## src/rtl/mfm_word_encoder_pkg.sv

```systemverilog
// Shared MFM constants, FSM state type and the reference byte-to-word encoding.
package mfm_pkg;

   localparam logic [7:0]  MFM_GAP_BYTE  = 8'h4E;
   localparam logic [15:0] MFM_SYNC_MASK = 16'hFFDF;
   localparam logic [15:0] MFM_A1_SYNC   = 16'h4489;

   typedef enum logic {
      ST_IDLE,
      ST_RUN
   } mfm_state_e;

   // Data bit di lands on bit 2i; clock ci on bit 2i+1 is set only between two zero data bits.
   function automatic logic [15:0] mfm_encode(input logic prev, input logic [7:0] data);
      logic [8:0]  d;
      logic [15:0] w;
      d = {prev, data};
      w = '0;
      for (int unsigned i = 0; i < 8; i++) begin
         w[2*i]   = d[i];
         w[2*i+1] = ~(d[i+1] | d[i]);
      end
      return w;
   endfunction

endpackage

```

## src/rtl/mfm_word_encoder_if.sv

```systemverilog
// Byte-side and word-side handshake bundle of the MFM word encoder.
interface mfm_word_encoder_if #(
   parameter int CNT_W = 13
);
   logic             track_sync;
   logic             gap_en;
   logic [7:0]       byte_data;
   logic             byte_mark;
   logic             byte_valid;
   logic             byte_ready;
   logic [15:0]      mfm_word;
   logic             word_valid;
   logic             word_ready;
   logic [CNT_W-1:0] word_idx;
   logic             track_end;
   logic [7:0]       underrun_cnt;

   modport master (
      output track_sync, gap_en, byte_data, byte_mark, byte_valid, word_ready,
      input  byte_ready, mfm_word, word_valid, word_idx, track_end, underrun_cnt
   );

   modport slave (
      input  track_sync, gap_en, byte_data, byte_mark, byte_valid, word_ready,
      output byte_ready, mfm_word, word_valid, word_idx, track_end, underrun_cnt
   );
endinterface

```

## src/rtl/mfm_word_encoder_byte_enc.sv

```systemverilog
// Combinational MFM encoder for one byte; mark bytes lose clock c2 (missing-clock sync).
module mfm_byte_enc
   import mfm_pkg::*;
(
   input  logic        i_prev,
   input  logic [7:0]  i_byte,
   input  logic        i_mark,
   output logic [15:0] o_word
);

   logic [15:0] w_raw;

   assign w_raw  = mfm_encode(i_prev, i_byte);
   assign o_word = i_mark ? (w_raw & MFM_SYNC_MASK) : w_raw;

endmodule

```

## src/rtl/mfm_word_encoder.sv

```systemverilog
// Track-framed MFM word encoder: byte handshake in, single registered 16-bit word out.
module mfm_word_encoder
   import mfm_pkg::*;
#(
   parameter int         WORDS_PER_TRACK = 5208,
   parameter logic [7:0] GAP_BYTE        = MFM_GAP_BYTE,
   parameter int         CNT_W           = 13
)(
   input  logic            clk5,
   input  logic            rst_n,
   mfm_word_encoder_if.slave bus
);

   localparam logic [CNT_W-1:0] LAST_IDX = CNT_W'(WORDS_PER_TRACK - 1);
   localparam logic [CNT_W-1:0] IDX_ONE  = CNT_W'(1);

   mfm_state_e       r_state, w_state_n;
   logic [15:0]      r_word, w_word_n;
   logic             r_valid, w_valid_n;
   logic [CNT_W-1:0] r_idx, w_idx_n;
   logic [7:0]       r_uc, w_uc_n;
   logic             r_prev, w_prev_n;

   logic             w_final, w_take, w_byte_ready, w_load_byte, w_load_gap;
   logic [7:0]       w_enc_byte;
   logic             w_enc_mark;
   logic [15:0]      w_enc_word;

   // Last word of the track is sitting in the register: nothing may follow it.
   assign w_final      = r_valid && (r_idx == LAST_IDX);
   assign w_take       = r_valid && bus.word_ready;
   assign w_byte_ready = (r_state == ST_RUN) && !bus.track_sync && !w_final
                         && (!r_valid || bus.word_ready);
   assign w_load_byte  = w_byte_ready && bus.byte_valid;
   assign w_load_gap   = w_byte_ready && !bus.byte_valid && bus.gap_en;
   assign w_enc_byte   = bus.byte_valid ? bus.byte_data : GAP_BYTE;
   assign w_enc_mark   = bus.byte_valid && bus.byte_mark;

   mfm_byte_enc u_enc (
      .i_prev (r_prev),
      .i_byte (w_enc_byte),
      .i_mark (w_enc_mark),
      .o_word (w_enc_word)
   );

   always_comb begin
      w_state_n = r_state;
      w_word_n  = r_word;
      w_valid_n = r_valid;
      w_idx_n   = r_idx;
      w_uc_n    = r_uc;
      w_prev_n  = r_prev;
      if (bus.track_sync) begin
         w_valid_n = 1'b0;
         w_prev_n  = 1'b0;
         w_idx_n   = '0;
         w_uc_n    = '0;
         w_state_n = ST_RUN;
      end else if (r_state == ST_RUN) begin
         if (w_take)
            w_idx_n = r_idx + IDX_ONE;
         if (w_load_byte || w_load_gap) begin
            w_word_n  = w_enc_word;
            w_valid_n = 1'b1;
            w_prev_n  = w_enc_byte[0];
         end else if (w_take) begin
            w_valid_n = 1'b0;
         end
         if (w_load_gap && (r_uc != 8'hFF))
            w_uc_n = r_uc + 8'd1;
         if (w_take && w_final)
            w_state_n = ST_IDLE;
      end
   end

   always_ff @(posedge clk5 or negedge rst_n) begin
      if (!rst_n) begin
         r_state <= ST_IDLE;
         r_word  <= '0;
         r_valid <= 1'b0;
         r_idx   <= '0;
         r_uc    <= '0;
         r_prev  <= 1'b0;
      end else begin
         r_state <= w_state_n;
         r_word  <= w_word_n;
         r_valid <= w_valid_n;
         r_idx   <= w_idx_n;
         r_uc    <= w_uc_n;
         r_prev  <= w_prev_n;
      end
   end

   assign bus.byte_ready   = w_byte_ready;
   assign bus.mfm_word     = r_word;
   assign bus.word_valid   = r_valid;
   assign bus.word_idx     = r_idx;
   assign bus.underrun_cnt = r_uc;
   assign bus.track_end    = (r_state == ST_RUN) && !bus.track_sync && w_take && w_final;

endmodule

```

## src/flat_wrapper.sv

```systemverilog
// flat-port wrapper written by rule: the top's interface ports become plain ports
module mfm_word_encoder_flat import mfm_pkg::*;
#(
   parameter int         WORDS_PER_TRACK = 5208,
   parameter logic [7:0] GAP_BYTE        = MFM_GAP_BYTE,
   parameter int         CNT_W           = 13
)
  (clk5, rst_n, bus_track_sync, bus_gap_en, bus_byte_data, bus_byte_mark, bus_byte_valid, bus_word_ready, bus_byte_ready, bus_mfm_word, bus_word_valid, bus_word_idx, bus_track_end, bus_underrun_cnt);
  mfm_word_encoder_if #(.CNT_W(CNT_W)) bus_i ();
  input  logic clk5;
  input  logic rst_n;
  input wire logic [$bits(bus_i.track_sync)-1:0] bus_track_sync;
  input wire logic [$bits(bus_i.gap_en)-1:0] bus_gap_en;
  input wire logic [$bits(bus_i.byte_data)-1:0] bus_byte_data;
  input wire logic [$bits(bus_i.byte_mark)-1:0] bus_byte_mark;
  input wire logic [$bits(bus_i.byte_valid)-1:0] bus_byte_valid;
  input wire logic [$bits(bus_i.word_ready)-1:0] bus_word_ready;
  output wire logic [$bits(bus_i.byte_ready)-1:0] bus_byte_ready;
  output wire logic [$bits(bus_i.mfm_word)-1:0] bus_mfm_word;
  output wire logic [$bits(bus_i.word_valid)-1:0] bus_word_valid;
  output wire logic [$bits(bus_i.word_idx)-1:0] bus_word_idx;
  output wire logic [$bits(bus_i.track_end)-1:0] bus_track_end;
  output wire logic [$bits(bus_i.underrun_cnt)-1:0] bus_underrun_cnt;
  assign bus_i.track_sync = bus_track_sync;
  assign bus_i.gap_en = bus_gap_en;
  assign bus_i.byte_data = bus_byte_data;
  assign bus_i.byte_mark = bus_byte_mark;
  assign bus_i.byte_valid = bus_byte_valid;
  assign bus_i.word_ready = bus_word_ready;
  assign bus_byte_ready = bus_i.byte_ready;
  assign bus_mfm_word = bus_i.mfm_word;
  assign bus_word_valid = bus_i.word_valid;
  assign bus_word_idx = bus_i.word_idx;
  assign bus_track_end = bus_i.track_end;
  assign bus_underrun_cnt = bus_i.underrun_cnt;
  mfm_word_encoder #(.WORDS_PER_TRACK(WORDS_PER_TRACK), .GAP_BYTE(GAP_BYTE), .CNT_W(CNT_W)) u_core (.clk5(clk5), .rst_n(rst_n), .bus(bus_i));
endmodule
```

## config.mk

```make
export PLATFORM = sky130hd
export DESIGN_NAME = mfm_word_encoder_flat
export DESIGN_NICKNAME = d
export VERILOG_FILES = /design/src/rtl/mfm_word_encoder_pkg.sv /design/src/rtl/mfm_word_encoder_if.sv /design/src/rtl/mfm_word_encoder_byte_enc.sv /design/src/rtl/mfm_word_encoder.sv /design/src/flat_wrapper.sv
export SDC_FILE = /design/constraint.sdc
export NUM_CORES = 1
export LEC_CHECK = 0
export CAP_MARGIN = 25
export CORE_ASPECT_RATIO = 1.5
export CORE_MARGIN = 2
export CORE_UTILIZATION = 35
export CTS_CLUSTER_DIAMETER = 120
export DETAILED_ROUTE_END_ITERATION = 16
export GPL_TIMING_DRIVEN = 0
export PLACE_DENSITY = 0.61
export SLEW_MARGIN = 10
export SYNTH_ARGS = -nofsm -noshare
export SYNTH_HDL_FRONTEND = slang
export SYNTH_HIERARCHICAL = 1
export SYNTH_SLANG_ARGS = --single-unit
```

## constraint.sdc

```tcl
create_clock -name clk5 -period 3.5 [get_ports clk5]
set_clock_uncertainty 0.1 [all_clocks]
set_input_delay 0.7 -clock clk5 [delete_from_list [all_inputs] [get_ports clk5]]
set_output_delay 0.7 -clock clk5 [all_outputs]
set_load 0.01 [all_outputs]
```

==> results.yml <==
# flow metrics
logic_synthesis:
  yosys-stat-area_um2: 2130
  netlist_instances: 197
  async_flop_share_pct: 100
  synth_flop_count: 40
finish:
  final_cell_mix: "clkdlybuf4s50_1 (52), dfrtp_1 (39), nor2_1 (24)"
  drive_gt1_share_pct: 19.1
  n_antenna_cell: 0
  area_delta_synth_final_pct: 35.4
routing:
  vias_per_cell: 4.95
  firstDrtPassIters: 4
  dr.first_iter.drc_count: 69
timing:
  relSlewSlack_pct: 57.1
  worst_pin_slew_ns: 0.639
  slew_viol_final: 0
power:
  p_per_area_nw_per_um2: 363
  switching_share_pct: 25.3
  p_int_uw: 783
  power.total_mw: 1.05
global_routing:
  grt_pass1_vias: 1652
  grt_use_total_pct: 15.6
  grt_pass1_wl_um: 8080
critical_path:
  rr_startpoint: "u_core/bus.word_idx[8]"
  worstPathMaxFanout: 6
  r2r_slack_ns: 1.14
  timing.rr.end: "u_core/bus.underrun_cnt[0]"
  reg2reg_depth: 4
  critPathCaptureType: "primary output"
die:
  core-area_um2: 5830
  die_x_um: 67.7
  row_count: 34
placement:
  io_buffers: 54
  dp_hpwl_um: 3590
outcome:
  status: "finished clean"
clock_network:
  clk_pin_slew_worst_paths_ns: 0.08
  cts_hold_buffers: 0
  cts_buffers: 5
hold_path:
  hold_path.class: "input port to asynchronous set/reset pin"
run:
  warning_count: 26
==> cell usage after synthesis, types with 2 or more instances <==
library cell / count / area (µm²)
nor2_1: 24 / 90.1
nand2_1: 6 / 22.5
mux2_2: 13 / 146
a31oi_1: 2 / 12.5
nand3_1: 9 / 45.0
dfrtp_1: 40 / 1000
nor4_1: 9 / 56.3
mux2_4: 8 / 120
a21oi_1: 2 / 10.0
or3_1: 2 / 12.5
nand4_1: 4 / 25.0
inv_1: 2 / 7.51
and2_1: 5 / 31.3
buf_4: 8 / 60.1
nand2b_1: 9 / 56.3
clkbuf_1: 5 / 18.8
xnor2_1: 9 / 78.8
mux2i_1: 3 / 30.0
nor2b_1: 7 / 43.8
nor3_1: 6 / 30.0
ha_1: 2 / 25.0
a221o_1: 2 / 20.0
==> worst max-delay path, cell delays in order (launching register included) <==
cell and delay [ns]:
dfrtp_1 0.45, or4_4 0.58, or4_2 0.69, nor3_2 0.21, dlygate4sd2_1 0.29
==> what timing repair did <==
action                                  CTS  global route
resized                                   3             0
buffers inserted                          0             2
endpoints found under the setup margin    1             1
pin swaps                                 0             1
==> metal layers <==
metal,share of wire [%],track usage (%),vias to the layer above
li1,-,-,821
met1,42,20.1,796
met2,52,24.6,33
met3,5.0,4.41,2
met4,0.80,5.65,0
met5,0,0,-
==> power by group through the flow <==
stage / combinational, mW / clock, mW / sequential, mW
2_1_floorplan: 0.0868 / 0 / 0.539
3_3_place_gp: 0.211 / 0 / 0.527
3_5_place_dp: 0.215 / 0 / 0.527
4_1_cts: 0.216 / 0.336 / 0.518
5_1_grt: 0.229 / 0.352 / 0.523
6_report: 0.212 / 0.319 / 0.517
==> metrics by stage <==
step | cell area [µm²] | utilization [%] | worst slack (ns) | std cells
2_1_floorplan | 2130 | - | 0.728 | 197
3_3_place_gp | 2760 | 47.4 | 0.0941 | 323
3_5_place_dp | 2780 | 47.7 | 0.103 | 324
4_1_cts | 2870 | 49.3 | 0.137 | 332
5_1_grt | 2890 | 49.5 | 0.103 | 334
6_report | 2890 | 49.5 | 0.201 | 334
==> flip-flops by register name (all words and copies together), names as in the netlist <==
signal                   flops
u_core/bus.underrun_cnt      8
u_core/bus.word_idx         13
u_core/bus.mfm_word         16
u_core/r_state               1
u_core/bus.word_valid        1
u_core/r_prev                1
==> cells by family (layout without fill, tap and decap cells) <==
group                    count (synthesis)  count (layout)  synth area share, %
flip-flops                              40              40                 46.9
adder cells (fa/ha/maj)                  2               2                 1.17
buffers and inverters                   16              81                 4.58
XOR/XNOR                                10              10                 4.11
multiplexers                            24              24                 13.9
AND/OR/NAND/NOR                         95              95                 25.9
AND-OR/OR-AND                           10              10                 3.40
==> layout make-up <==
class                           instances  area [µm²]
Timing Repair Buffer                   57         569
Multi-Input combinational cell        141        1040
Clock buffer                            8        90.1
Sequential cell                        40        1000
Inverter                                2        7.51
Fill cell                             550        2940
Tap cell                               72        90.1
Buffer                                 14        90.1
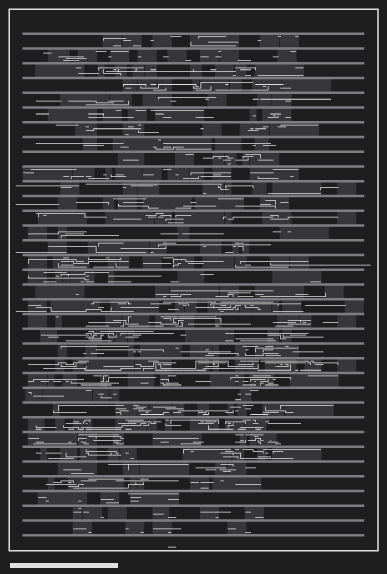
layer_met1.png
Bar = 20 µm. Supply wires on this layer in gray. Cells faint in the background.
- wire length on this layer: 2070 µm
- main direction: horizontal
met1 Usage GRT: 20.1%
DR vias: 1652
Routed WL: 4870 µm

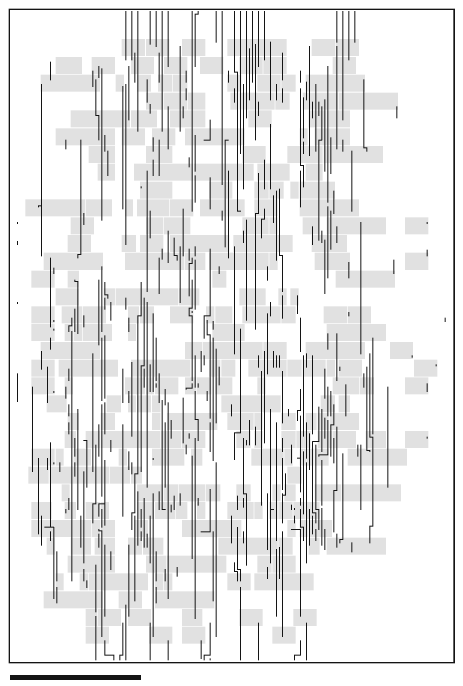
layer_met2.png
Bar = 20 µm. Cells faint in the background.
- longest straight run: 38.1 µm
- wire length on this layer: 2510 µm
- share of all routed wire: 52%
- nets with wire on the layer: 240
- main direction: vertical

Power is estimated from default activity; no workload was simulated.
